[src/rtl/jk_pkg.sv]
// Shared definitions for the JK-flip-flop modulo counter: operation modes and
// the elaboration-time parameter legality check.
package jk_pkg;

  localparam logic [1:0] MODE_HOLD = 2'b00;
  localparam logic [1:0] MODE_UP   = 2'b01;
  localparam logic [1:0] MODE_DOWN = 2'b10;
  localparam logic [1:0] MODE_LOAD = 2'b11;

  function automatic bit params_legal(int width, int modulo);
    return (width >= 2) && (width <= 16) && (modulo >= 2) && (modulo <= (1 << width));
  endfunction

endpackage

[src/rtl/jk_mod_counter_if.sv]
// Control and status bundle of the modulo counter; the master drives controls,
// the slave (counter) drives the count and flags.
interface jk_mod_counter_if #(
  parameter int WIDTH = 4
);
  logic             en;
  logic [1:0]       mode;
  logic [WIDTH-1:0] load_val;
  logic             clr_ovf;
  logic [WIDTH-1:0] q;
  logic [WIDTH-1:0] qbar;
  logic             tc;
  logic             ovf;

  modport master (
    output en, mode, load_val, clr_ovf,
    input  q, qbar, tc, ovf
  );

  modport slave (
    input  en, mode, load_val, clr_ovf,
    output q, qbar, tc, ovf
  );
endinterface

[src/rtl/jk_ff.sv]
// Single-bit JK flip-flop with synchronous active-high reset.
// JK = 00 hold, 01 reset, 10 set, 11 toggle.
module jk_ff (
  input  logic clk,
  input  logic rst,
  input  logic J,
  input  logic K,
  output logic Q,
  output logic Qbar
);

  // NOTE: sequential state uses non-blocking assignment so every flop samples
  // pre-edge values regardless of process evaluation order.
  always_ff @(posedge clk) begin
    if (rst) begin
      Q <= 1'b0;
    end else begin
      case ({J, K})
        2'b01:   Q <= 1'b0;
        2'b10:   Q <= 1'b1;
        2'b11:   Q <= ~Q;
        default: Q <= Q;
      endcase
    end
  end

  assign Qbar = ~Q;

endmodule

[src/rtl/jk_mod_counter.sv]
// Modulo counter built from a bank of JK flip-flops: hold, up, down and clamped
// parallel load, with combinational terminal count and a sticky wrap flag.
module jk_mod_counter
  import jk_pkg::*;
#(
  parameter int WIDTH  = 4,
  parameter int MODULO = 16
) (
  input  logic              clk,
  input  logic              rst,
  jk_mod_counter_if.slave   bus
);

  if (!params_legal(WIDTH, MODULO)) begin : g_param_check
    $error("jk_mod_counter: illegal WIDTH=%0d / MODULO=%0d", WIDTH, MODULO);
  end

  localparam logic [WIDTH-1:0] MAX_Q = WIDTH'(MODULO - 1);

  logic [WIDTH-1:0] q;
  logic [WIDTH-1:0] qbar;
  logic [WIDTH-1:0] next_q;
  logic [WIDTH-1:0] j;
  logic [WIDTH-1:0] k;
  logic             wrap;
  logic             ovf;

  // NOTE: every output of this block gets a default first, so no path through
  // the case statement can leave a signal unassigned and infer a latch.
  always_comb begin
    next_q = q;
    wrap   = 1'b0;
    j      = '0;
    k      = '0;
    if (bus.en) begin
      case (bus.mode)
        MODE_UP: begin
          wrap   = (q == MAX_Q);
          next_q = wrap ? '0 : q + WIDTH'(1);
          j      = next_q ^ q;
          k      = next_q ^ q;
        end
        MODE_DOWN: begin
          wrap   = (q == '0);
          next_q = wrap ? MAX_Q : q - WIDTH'(1);
          j      = next_q ^ q;
          k      = next_q ^ q;
        end
        MODE_LOAD: begin
          // Out-of-range loads clamp so q never leaves 0..MODULO-1.
          next_q = (bus.load_val > MAX_Q) ? MAX_Q : bus.load_val;
          j      = next_q;
          k      = ~next_q;
        end
        default: ;
      endcase
    end
  end

  for (genvar i = 0; i < WIDTH; i++) begin : g_bit
    jk_ff u_ff (
      .clk  (clk),
      .rst  (rst),
      .J    (j[i]),
      .K    (k[i]),
      .Q    (q[i]),
      .Qbar (qbar[i])
    );
  end

  // A wrap on the same edge as clr_ovf wins.
  always_ff @(posedge clk) begin
    if (rst) begin
      ovf <= 1'b0;
    end else if (wrap) begin
      ovf <= 1'b1;
    end else if (bus.clr_ovf) begin
      ovf <= 1'b0;
    end
  end

  assign bus.q    = q;
  assign bus.qbar = qbar;
  assign bus.ovf  = ovf;
  assign bus.tc   = bus.en && (((bus.mode == MODE_UP) && (q == MAX_Q)) ||
                               ((bus.mode == MODE_DOWN) && (q == '0)));

endmodule

[src/flat_wrapper.sv]
// flat-port wrapper written by rule: the top's interface ports become plain ports
module jk_mod_counter_flat import jk_pkg::*;
#(
  parameter int WIDTH  = 4,
  parameter int MODULO = 16
)
  (clk, rst, bus_en, bus_mode, bus_load_val, bus_clr_ovf, bus_q, bus_qbar, bus_tc, bus_ovf);
  jk_mod_counter_if #(.WIDTH(WIDTH)) bus_i ();
  input  logic clk;
  input  logic rst;
  input wire logic [$bits(bus_i.en)-1:0] bus_en;
  input wire logic [$bits(bus_i.mode)-1:0] bus_mode;
  input wire logic [$bits(bus_i.load_val)-1:0] bus_load_val;
  input wire logic [$bits(bus_i.clr_ovf)-1:0] bus_clr_ovf;
  output wire logic [$bits(bus_i.q)-1:0] bus_q;
  output wire logic [$bits(bus_i.qbar)-1:0] bus_qbar;
  output wire logic [$bits(bus_i.tc)-1:0] bus_tc;
  output wire logic [$bits(bus_i.ovf)-1:0] bus_ovf;
  assign bus_i.en = bus_en;
  assign bus_i.mode = bus_mode;
  assign bus_i.load_val = bus_load_val;
  assign bus_i.clr_ovf = bus_clr_ovf;
  assign bus_q = bus_i.q;
  assign bus_qbar = bus_i.qbar;
  assign bus_tc = bus_i.tc;
  assign bus_ovf = bus_i.ovf;
  jk_mod_counter #(.WIDTH(WIDTH), .MODULO(MODULO)) u_core (.clk(clk), .rst(rst), .bus(bus_i));
endmodule
[config.mk]
export PLATFORM = sky130hd
export DESIGN_NAME = jk_mod_counter_flat
export DESIGN_NICKNAME = d
export VERILOG_FILES = /design/src/rtl/jk_pkg.sv /design/src/rtl/jk_mod_counter_if.sv /design/src/rtl/jk_ff.sv /design/src/rtl/jk_mod_counter.sv /design/src/flat_wrapper.sv
export SDC_FILE = /design/constraint.sdc
export NUM_CORES = 1
export LEC_CHECK = 0
export CORE_MARGIN = 8
export CORE_UTILIZATION = 35
export DETAILED_ROUTE_END_ITERATION = 7
export PLACE_DENSITY_LB_ADDON = 0.3
export SLEW_MARGIN = 10
export SYNTH_ARGS = -nofsm -noshare
export SYNTH_HDL_FRONTEND = slang
export SYNTH_SLANG_ARGS = --single-unit
[constraint.sdc]
create_clock -name clk -period 1.9 [get_ports clk]
set_clock_uncertainty 0.1 [all_clocks]
set_input_delay 0.19 -clock clk [delete_from_list [all_inputs] [get_ports clk]]
set_output_delay 0.19 -clock clk [all_outputs]
set_load 0.05 [all_outputs]
### Placement by cell class, run 1

The bar under the picture is 20 um long.
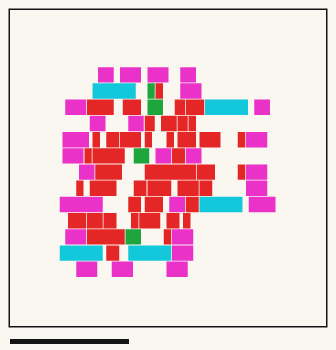
[magenta] other buffers and delay cells | cells: 26 | share of their area: 36%
[green] clock drivers and dummy loads | cells: 4 | share of their area: 3.7%
[cyan] flops | cells: 5 | share of their area: 14%
[red] combinational and other logic | cells: 43 | share of their area: 46%
Design Area, Final: 726.9 um^2
Post-Route Utilization: 56.57%
core area: 1285 um^2
Site Rows: 13

### Signal metal coverage by tile, run 1

The bar under the picture is 20 um long. 11 x 11 tiles, from dark purple (low) to yellow (high), scaled to the fullest tile. Values are wire area over tile area, all layers added.
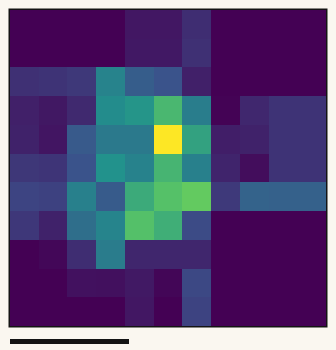
emptiest ninth of the die: lower right
mean over tiles: 0.066
tiles over half the peak: 9.1%
Routed WL: 1133 um
Routed wire per std cell: 12.18 um
GRT Total Usage: 8.599%
routed vias: 466

==> impl_metrics.env, run 1 <==
# yosys + openroad results
export IMPL_crit_slowest_cell="clkdlybuf4s50_1"
export IMPL_min_period_ps=1836
export IMPL_async_flop_share_pct=0
export IMPL_topCellsByArea="dfxtp_1, buf_4, ha_1, inv_1, nor2b_1"
export IMPL_drtPass1Iterations=4
export IMPL_setup_viol=0
export IMPL_die_h_um=53.05
export IMPL_ys_ff=5
export IMPL_drv_cap=0
export IMPL_fin_hold_ws_ps=449.5
export IMPL_top_area_share_pct=20.83
export IMPL_numCtsBuffers=3
export IMPL_synth_avg_cell_area_um2=8.284
export IMPL_grt_antenna_before_repair=0
export IMPL_fin_setup_tns_ps=0
export IMPL_p_per_area_nw_per_um2=552.1
export IMPL_hp_start="bus_mode[1]"
export IMPL_ir_drop_mv=0.2959
export IMPL_top_area_cell="dfxtp_1"
export IMPL_slew_limit_headroom_pct=65.89
export IMPL_floorplan_core_util_pct=37.39
export IMPL_tightest_slew_ps=510.0
export IMPL_ys_cells=58
export IMPL_p_leak_nw=0.3499
export IMPL_slew_violations=0
export IMPL_postCtsHoldBufs=0
export IMPL_ctsHtreeMaxLevel=1
export IMPL_dieArea_um2=2814
export IMPL_grt_pass1_vias=425
export IMPL_regToRegStartpoint="u_core.g_bit[0].u_ff.Q"
export IMPL_cp_max_fo=3
export IMPL_vias_per_cell=5.011
export IMPL_startpoint_type="input pin"
export IMPL_dp_cells=89
export IMPL_edf_count=0
export IMPL_drc=0
export IMPL_grt_max_degree=10
export IMPL_worstPathRequired_ps=1610
export IMPL_yosys_area_um2=480.5
export IMPL_holdPathEnd="u_core.bus.ovf"
export IMPL_status="complete, no violations"
export IMPL_r2r_slack_ps=420
export IMPL_final_nets=93
export IMPL_final_cells=93
export IMPL_lay_top_cells="clkdlybuf4s50_1, buf_4, inv_1"
export IMPL_place_detailed_hpwl_um=903.3
export IMPL_synth_seq_share_pct=20.83
export IMPL_rr_worst_depth=3
export IMPL_timing_rr_end="u_core.g_bit[3].u_ff.Q"
export IMPL_drive_above_1_share_pct=21.79
export IMPL_yosysWarningCount=0
export IMPL_clockBufferDepth=2
export IMPL_grt_ovfl_total=0
export IMPL_worstPathCellList="clkdlybuf4s50_1, buf_4, ha_2, and4_4, a22o_4, buf_12"
export IMPL_clock_fmax_mhz=544.7
export IMPL_placed_area_um2=670.6
export IMPL_arrival_ps=1550
export IMPL_insertion_delay_ps=240
export IMPL_ys_types=26
export IMPL_log_warning_count=29
export IMPL_drtIter0Drc=5
export IMPL_rsz0062_at_grt="false"
export IMPL_ff_type="dfxtp_1"
export IMPL_antenna_cells=0
export IMPL_cts_tree="yes"
export IMPL_ant_nets=0
export IMPL_whs_path_depth=5
export IMPL_fp_dieW_um=53.05
export IMPL_finalCritPeriodShare_pct=96.63
export IMPL_startpoint="bus_mode[0]"
export IMPL_end_kind="output port"
export IMPL_layout_top_cell="clkdlybuf4s50_1"
export IMPL_place_ws_ps=-84.68
export IMPL_fp_nets=72
### Port wiring, run 1

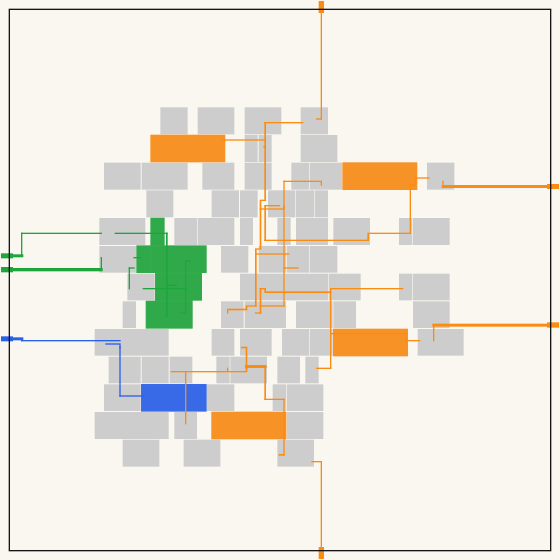
[green] bus_mode | bits: 2 | direction: input | end cells: 5 | buffers: 3 | wire: 47.9 um
[orange] bus_q | bits: 4 | direction: output | end cells: 4 | buffers: 4 | wire: 191 um
[blue] bus_tc | bits: 1 | direction: output | end cells: 1 | buffers: 1 | wire: 19.3 um
Port Buffer Count: 19
IO Pins: 20

### Cells by drive strength, run 1

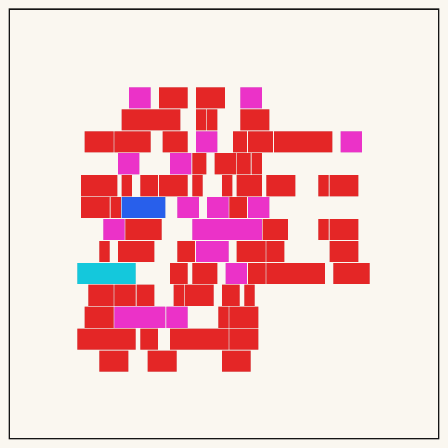
[cyan] _6 and larger | cells: 1 | share: 1.3%
[red] _0 and _1 cells | cells: 61 | share: 78%
[blue] _2 cells | cells: 1 | share: 1.3%
[magenta] _3 and _4 cells | cells: 15 | share: 19%
worst setup margin: 64.00 ps
synth-to-layout area growth: 51.30%
Non-clk bufs: 26

[run 1: kinds of logic after synthesis]
family | synth area share (%)
AND-OR/OR-AND | 22.40
flip-flops | 20.83
multiplexers | 2.083
AND/OR/NAND/NOR | 22.13
buffers and inverters | 22.14
adder cells (fa/ha/maj) | 10.42
[run 1: area by class of cell]
cell class	instances	area (um^2)
Inverter	8	30.03
Multi-Input combinational cell	35	299.0
Tap cell	15	18.77
Sequential cell	5	100.1
Timing Repair Buffer	26	252.7
Fill cell	123	558.0
Clock buffer	4	26.28
[run 1: sequential cells by signal (all words and copies together) (netlist names)]
name,count
u_core.bus.ovf,1
u_core.g_bit.u_ff.Q,4
[run 1: timing repair]
item | CTS | global route
gates resized | 2 | 4
setup endpoints to repair | 1 | 1
buffers inserted | 0 | 0
[run 1: worst max-delay path by stage]
stage	end	slack, ps
floorplan	u_core.bus.ovf	390
global placement	u_core.g_bit[2].u_ff.Q	-50
detailed placement	u_core.g_bit[3].u_ff.Q	-80
CTS	bus_tc	20
global route	bus_tc	10
finish	bus_tc	60
[run 1: critical path: cells and delay by family]
family / cells / cell delay, ps
AND-OR/OR-AND: 1 / 260
adder cells (fa/ha/maj): 1 / 190
buffers and inverters: 3 / 690
AND/OR/NAND/NOR: 1 / 200
[run 1: Yosys cell counts, types with 2 or more instances]
| master | instances |
|---|---|
| a2111oi_0 | 2 |
| and2_1 | 2 |
| buf_4 | 8 |
| dfxtp_1 | 5 |
| ha_1 | 4 |
| inv_1 | 8 |
| nor2_1 | 3 |
| nor2b_1 | 4 |
| nor3b_1 | 2 |
| nor4_1 | 2 |
| o21ai_0 | 2 |
| o311a_1 | 2 |
[run 1: power by group]
part | internal (mW) | switching, mW | leakage (nW)
sequential | 0.111 | 0.0119 | 0.0408
clock | 0.0798 | 0.0488 | 0.0150
combinational | 0.0691 | 0.0806 | 0.294
[run 1: layer usage]
layer / vias to the layer above / share of wire [%] / wire length (um) / GRT usage, %
li1: 241 / - / - / -
met1: 207 / 43 / 488 / 8.962
met2: 16 / 47 / 527 / 13.48
met3: 2 / 9.3 / 105 / 4.482
met4: 0 / 0.97 / 11 / 5.042
met5: - / 0 / 0 / 0
==> run 1 -> run 2 <==
- clock period: 1.9 -> 2.04 ns (I/O delays scaled with it)
### Port wiring, run 2

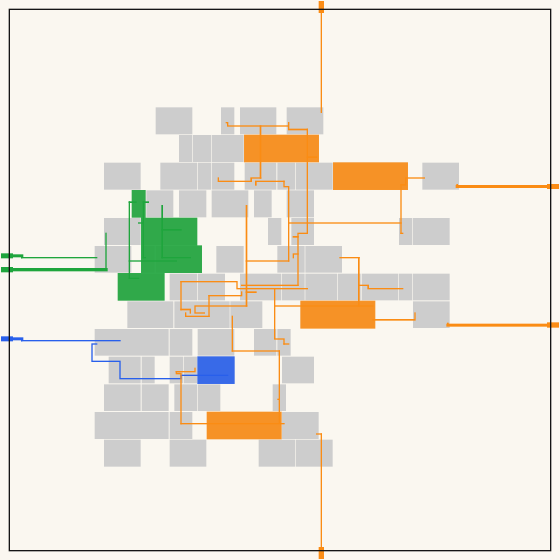
[blue] bus_tc | bits: 1 | direction: output | end cells: 1 | buffers: 1 | wire: 28.1 um
[orange] bus_q | bits: 4 | direction: output | end cells: 4 | buffers: 4 | wire: 226 um
[green] bus_mode | bits: 2 | direction: input | end cells: 5 | buffers: 3 | wire: 50.6 um

### Routing congestion map, run 2

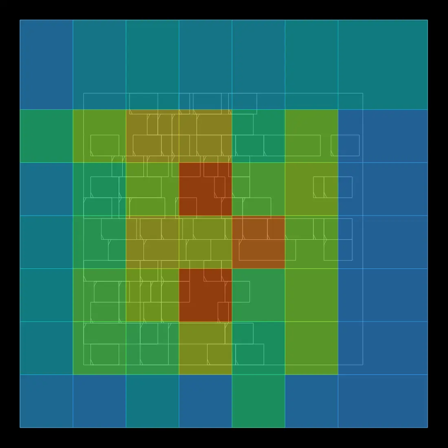
GR peak layer: met2
Routed wire per std cell: 13.03 um

### Signal metal coverage by tile, run 2

The bar under the picture is 20 um long. 11 x 11 tiles, from dark purple (low) to yellow (high), scaled to the fullest tile. Values are wire area over tile area, all layers added.
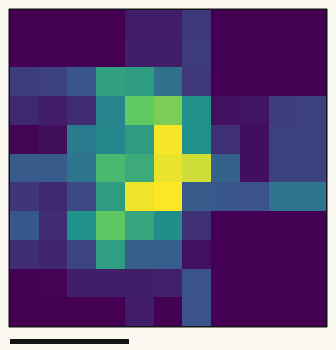
tiles over half the peak: 15%
nearly empty tiles: 36%
emptiest ninth of the die: lower right
mean over tiles: 0.066
fullest tile: 0.32
densest ninth of the die: center
routed vias: 460
GRT Total Usage: 8.705%
Routed WL: 1160 um

==> impl_metrics.env, run 2 <==
# yosys + openroad results
export IMPL_cp_max_fo=5
export IMPL_synth_cell_area_um2=480.5
export IMPL_max_stage_delay_ps=500
export IMPL_synth_avg_cell_area_um2=8.284
export IMPL_worstPathCellList="clkdlybuf4s50_1, inv_1, ha_2, and4_4, a22o_2, buf_12"
export IMPL_path_clk_slew_ps=50
export IMPL_end_kind="output port"
export IMPL_numCtsBuffers=3
export IMPL_yosysWarningCount=0
export IMPL_cts_root_buf="clkbuf_4"
export IMPL_post_cts_resized=0
export IMPL_worstPathRequired_ps=1740
export IMPL_min_period_ps=1932
export IMPL_post_cts_setup_buffers=0
export IMPL_drive_above_1_share_pct=14.86
export IMPL_syn2layout_area_growth_pct=41.67
export IMPL_place_detailed_hpwl_um=880
export IMPL_fp_nets=72
export IMPL_insertion_delay_ps=240
export IMPL_drtIter0Drc=2
export IMPL_p_leak_nw=0.2902
export IMPL_ys_ff=5
export IMPL_grt_ovfl_total=0
export IMPL_grt_max_degree=10
export IMPL_layout_top_cell="clkdlybuf4s50_1"
export IMPL_p_per_area_nw_per_um2=533.6
export IMPL_top_area_share_pct=20.83
export IMPL_cts_tree="yes"
export IMPL_edf_count=0
export IMPL_log_warning_count=29
export IMPL_lay_top_cells="clkdlybuf4s50_1, inv_1, dfxtp_1"
export IMPL_dieArea_um2=2814
export IMPL_yosys_top_cells_count="buf_4, inv_1, dfxtp_1, ha_1, nor2b_1"
export IMPL_top_regs="u_core.g_bit.u_ff.Q x4, u_core.bus.ovf x1"
export IMPL_hold_viol=0
export IMPL_rsz0062_at_grt="false"
export IMPL_slew_violations=0
export IMPL_antenna_cells=0
export IMPL_grt_antenna_before_repair=0
export IMPL_num_fill_cells=127
export IMPL_ff_type="dfxtp_1"
export IMPL_startpoint_type="input pin"
export IMPL_crit_slowest_cell="clkdlybuf4s50_1"
export IMPL_routabilityCongestion=0.8282
export IMPL_largest_reg_flops=4
export IMPL_top_area_cell="dfxtp_1"
export IMPL_synth_seq_share_pct=20.83
export IMPL_clock_sinks=5
export IMPL_final_nets=89
export IMPL_io_buffers=19
export IMPL_arrival_ps=1630
export IMPL_yosys_area_um2=480.5
export IMPL_setup_viol=0
export IMPL_fin_setup_tns_ps=0
export IMPL_finalCritPeriodShare_pct=94.69
export IMPL_clock_fmax_mhz=517.7
export IMPL_drv_cap=0
export IMPL_num_rows=13
export IMPL_fin_hold_ws_ps=476.6
export IMPL_slew_limit_headroom_pct=66.15
export IMPL_ir_drop_mv=0.3228
export IMPL_crit_type="in2out"
export IMPL_drtPass1Iterations=2
export IMPL_ys_cells=58
export IMPL_post_route_util_pct=52.97
export IMPL_fp_dieW_um=53.05
export IMPL_clockBufferDepth=2
export IMPL_vias_per_cell=5.169
export IMPL_regMostFlops="u_core.g_bit.u_ff.Q"
export IMPL_ys_types=26
export IMPL_io_pins=20
export IMPL_floorplan_core_util_pct=37.39
export IMPL_postCtsHoldBufs=0
export IMPL_status="complete, no violations"
export IMPL_ctsHtreeMaxLevel=1
export IMPL_die_h_um=53.05
export IMPL_hp_class="reg2reg"
export IMPL_tightest_slew_ps=506.2
export IMPL_core_um2=1285
export IMPL_grt_pass1_vias=457
export IMPL_topCellsByArea="dfxtp_1, buf_4, ha_1, inv_1, nor2b_1"
export IMPL_drc=0
export IMPL_ant_nets=0
export IMPL_async_flop_share_pct=0
run 2: cell count changes in the layout (fill, tap and decap cells not counted):
cell,before,now
a22o_2,0,1
a22o_4,1,0
buf_4,9,3
clkdlybuf4s50_1,14,18
dlymetal6s2s_1,2,0
nor4b_2,0,1
nor4b_4,1,0
run 2: layer usage:
metal,global-route usage [%],wire (um)
met4,2.521,0
met5,0,0
met1,8.791,511
met2,15.04,557
met3,4.762,92
run 2: kinds of logic after synthesis:
logic type,synth area share (%)
flops,20.83
buf+inv,22.14
simple gates,22.13
mux,2.083
compound gates,22.40
fa+ha+maj,10.42
run 2: critical path, delay by kind of cell:
family,cells,cell delay [ps]
and+or+nand+nor,1,200
buffers and inverters,3,730
AOI/OAI and AO/OA,1,290
adders and majority gates,1,200
run 2: power by group:
| group | internal [mW] | switching (mW) |
|---|---|---|
| registers | 0.104 | 0.0105 |
| logic | 0.0588 | 0.0734 |
| clock network | 0.0741 | 0.0429 |
run 2: metrics by stage:
step	total power, mW	instance area, um^2	std cells	setup WS [ps]
5_1_grt	0.3829	680.7	89	43.19
3_5_place_dp	0.2461	645.6	85	33.63
4_1_cts	0.3660	671.9	89	44.11
3_3_place_gp	0.2449	645.6	85	51.88
2_1_floorplan	0.2059	480.5	58	512.0
6_report	0.3632	680.7	89	108.4
run 2: cell type report:
cell class	instances	area, um^2	area share, %
Tap cell	15	18.77	2.757
Inverter	8	30.03	4.412
Multi-Input combinational cell	35	282.8	41.54
Timing Repair Buffer	22	222.7	32.72
Clock buffer	4	26.28	3.860
Sequential cell	5	100.1	14.71
run 2: worst paths after layout:
kind | to | start | depth (start not counted) | slack, ps
min | u_core.g_bit[3].u_ff.Q | u_core.g_bit[3].u_ff.Q | 2 | 480
max reg2reg | u_core.g_bit[3].u_ff.Q | u_core.g_bit[0].u_ff.Q | 3 | 610
min reg2reg | u_core.g_bit[3].u_ff.Q | u_core.g_bit[3].u_ff.Q | 2 | 480
max | bus_tc | bus_mode[1] | 6 | 110
==> run 2 -> run 3 <==
- SKIP_CTS_REPAIR_TIMING: default -> 1
- clock period: 2.04 -> 2.25 ns (I/O delays scaled with it)
### Port wiring, run 3

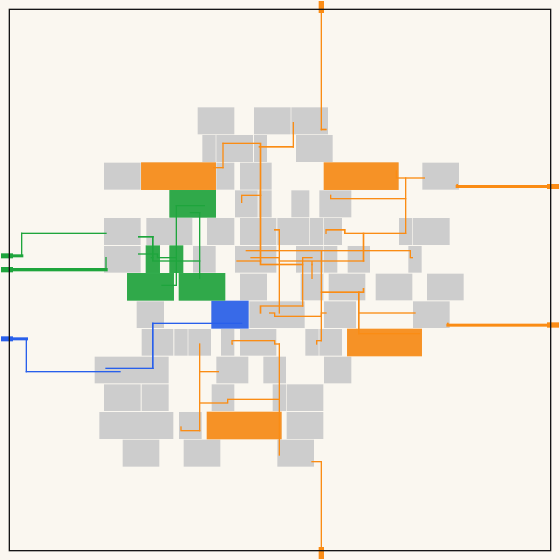
[green] bus_mode | bits: 2 | direction: input | end cells: 5 | buffers: 2 | wire: 53.2 um
[blue] bus_tc | bits: 1 | direction: output | end cells: 1 | buffers: 1 | wire: 31.3 um
[orange] bus_q | bits: 4 | direction: output | end cells: 4 | buffers: 4 | wire: 224 um

### Signal metal coverage by tile, run 3

The bar under the picture is 20 um long. 11 x 11 tiles, from dark purple (low) to yellow (high), scaled to the fullest tile. Values are wire area over tile area, all layers added.
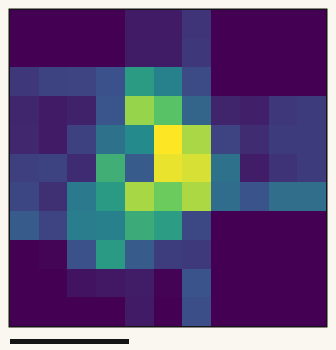
densest ninth of the die: center
tiles over half the peak: 12%
nearly empty tiles: 38%
emptiest ninth of the die: lower right
mean over tiles: 0.068
fullest tile: 0.35
GRT Total Usage: 8.934%
routed vias: 449

### Placement by cell class, run 3

The bar under the picture is 20 um long.
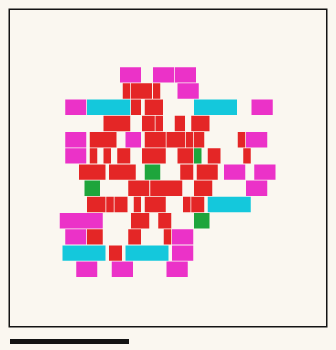
[red] combinational and other logic | cells: 43 | share of their area: 48%
[green] clock drivers and dummy loads | cells: 4 | share of their area: 4.1%
[cyan] flops | cells: 5 | share of their area: 16%
[magenta] other buffers and delay cells | cells: 20 | share of their area: 32%
Post-Route Utilization: 51.61%
Design Area, Final: 663.1 um^2
flop share of the area: 15.09%

==> impl_metrics.env, run 3 <==
# yosys + openroad results
export IMPL_yosys_top_cells_count="buf_4, inv_1, dfxtp_1, ha_1, nor2b_1"
export IMPL_startpoint_type="input pin"
export IMPL_placed_area_um2=630.6
export IMPL_final_nets=87
export IMPL_syn_inst=58
export IMPL_io_buffers=19
export IMPL_numCtsBuffers=3
export IMPL_grt_pass1_wl_um=1856
export IMPL_arrival_ps=1700
export IMPL_clockBufferDepth=2
export IMPL_edf_count=0
export IMPL_core_um2=1285
export IMPL_vias_per_cell=5.161
export IMPL_timing_rr_end="u_core.g_bit[3].u_ff.Q"
export IMPL_antenna_cells=0
export IMPL_synth_seq_share_pct=20.83
export IMPL_floorplan_core_util_pct=37.39
export IMPL_yosys_area_um2=480.5
export IMPL_async_flop_share_pct=0
export IMPL_ys_cells=58
export IMPL_grt_ovfl_total=0
export IMPL_io_pins=20
export IMPL_rr_worst_depth=3
export IMPL_status="complete, no violations"
export IMPL_regToRegStartpoint="u_core.g_bit[0].u_ff.Q"
export IMPL_top_area_share_pct=20.83
export IMPL_logic_area_um2=280.3
export IMPL_fin_hold_ws_ps=476.2
export IMPL_ir_drop_mv=0.2347
export IMPL_grt_antenna_before_repair=0
export IMPL_clock_sinks=5
export IMPL_crit_type="in2out"
export IMPL_fp_dieW_um=53.05
export IMPL_top_area_cell="dfxtp_1"
export IMPL_hp_class="reg2reg"
export IMPL_finalCritPeriodShare_pct=89.98
export IMPL_cp_max_fo=5
export IMPL_wl_per_cell_um=13.21
export IMPL_path_clk_slew_ps=50
export IMPL_ff_type="dfxtp_1"
export IMPL_yosysWarningCount=0
export IMPL_ys_types=26
export IMPL_p_leak_nw=0.2819
export IMPL_drive_above_1_share_pct=11.11
export IMPL_topCellsByArea="dfxtp_1, buf_4, ha_1, inv_1, nor2b_1"
export IMPL_grt_pass1_vias=418
export IMPL_layout_top_cell="clkdlybuf4s50_1"
export IMPL_holdPathEnd="u_core.g_bit[3].u_ff.Q"
export IMPL_whs_path_depth=2
export IMPL_p_per_area_nw_per_um2=495.0
export IMPL_drc=0
export IMPL_ant_nets=0
export IMPL_insertion_delay_ps=250
export IMPL_tightest_slew_ps=507.9
export IMPL_num_fill_cells=135
export IMPL_die_h_um=53.05
export IMPL_hold_viol=0
export IMPL_min_period_ps=2025
export IMPL_ctsHtreeMaxLevel=1
export IMPL_slew_limit_headroom_pct=66.03
export IMPL_clock_fmax_mhz=493.9
export IMPL_cts_root_buf="clkbuf_4"
export IMPL_r2r_slack_ps=860
export IMPL_dieArea_um2=2814
export IMPL_routabilityCongestion=0.7954
export IMPL_synth_cell_area_um2=480.5
export IMPL_num_rows=13
export IMPL_hp_start="u_core.g_bit[3].u_ff.Q"
export IMPL_lay_top_cells="clkdlybuf4s50_1, inv_1, dfxtp_1"
export IMPL_fin_setup_tns_ps=0
export IMPL_drtIter0Drc=9
export IMPL_worstPathRequired_ps=1920
export IMPL_log_warning_count=29
export IMPL_setup_viol=0
export IMPL_synth_avg_cell_area_um2=8.284
export IMPL_fp_nets=72
export IMPL_largest_reg_flops=4
export IMPL_top_regs="u_core.g_bit.u_ff.Q x4, u_core.bus.ovf x1"
export IMPL_drt_wl_total_um=1149
export IMPL_drv_cap=0
export IMPL_drtPass1Iterations=4
export IMPL_slew_violations=0
export IMPL_regMostFlops="u_core.g_bit.u_ff.Q"
export IMPL_syn2layout_area_growth_pct=38.02
export IMPL_register_area_um2=100.1
export IMPL_ys_ff=5
export IMPL_grt_max_degree=10
export IMPL_rsz0062_at_grt="false"
export IMPL_end_kind="output port"
export IMPL_cts_tree="yes"
[run 3: cell counts after synthesis]
No cell type changed its count.
[run 3: area by class of cell]
cell class / instances / area share (%)
clock buffers: 4 / 3.962
repair buffers: 20 / 31.32
multi-input cells: 35 / 42.26
well taps: 15 / 2.830
flip-flops and latches: 5 / 15.09
inverters: 8 / 4.528
[run 3: worst max-delay path: stages]
cell and delay (ps):
clkdlybuf4s50_1 450, inv_1 100, ha_1 230, nor4b_2 320, a22o_2 240, buf_12 140
[run 3: kinds of logic (layout without fill, tap and decap cells)]
| group | after synthesis | in the layout | share of synthesized area [%] |
|---|---|---|---|
| multiplexers | 1 | 1 | 2.083 |
| buffers and inverters | 18 | 32 | 22.14 |
| flip-flops | 5 | 5 | 20.83 |
| adder cells (fa/ha/maj) | 4 | 4 | 10.42 |
| AND-OR/OR-AND | 13 | 13 | 22.40 |
| AND/OR/NAND/NOR | 17 | 17 | 22.13 |
[run 3: power by group]
group	leakage, nW	switching [mW]	internal (mW)
logic	0.226	0.0658	0.0512
registers	0.0408	0.00933	0.0939
clock network	0.0150	0.0407	0.0673
[run 3: stage by stage]
step | std cells | setup WS (ps) | power [mW]
floorplan | 58 | 701.0 | 0.1867
global placement | 83 | 141.9 | 0.2196
detailed placement | 83 | 94.05 | 0.2205
CTS | 87 | 66.62 | 0.3323
global route | 87 | 122.8 | 0.3483
finish | 87 | 225.5 | 0.3283
[run 3: how the worst max path moves through the flow]
stage | slack (ps) | startpoint | end
2_1_floorplan | 700 | bus_mode[0] | u_core.bus.ovf
3_3_place_gp | 140 | bus_mode[0] | bus_tc
3_5_place_dp | 90 | bus_mode[0] | bus_tc
4_1_cts | 70 | bus_mode[0] | bus_tc
5_1_grt | 120 | bus_mode[0] | bus_tc
6_report | 230 | bus_mode[0] | bus_tc
[run 3: per-layer routing]
| metal | GRT usage (%) | up-vias | share of wire (%) |
|---|---|---|---|
| li1 | - | 225 | - |
| met1 | 9.591 | 208 | 43 |
| met5 | 0 | - | 0 |
| met3 | 6.162 | 2 | 10 |
| met2 | 13.28 | 14 | 46 |
| met4 | 3.782 | 0 | 1.1 |
Power and IR drop assume default switching activity.
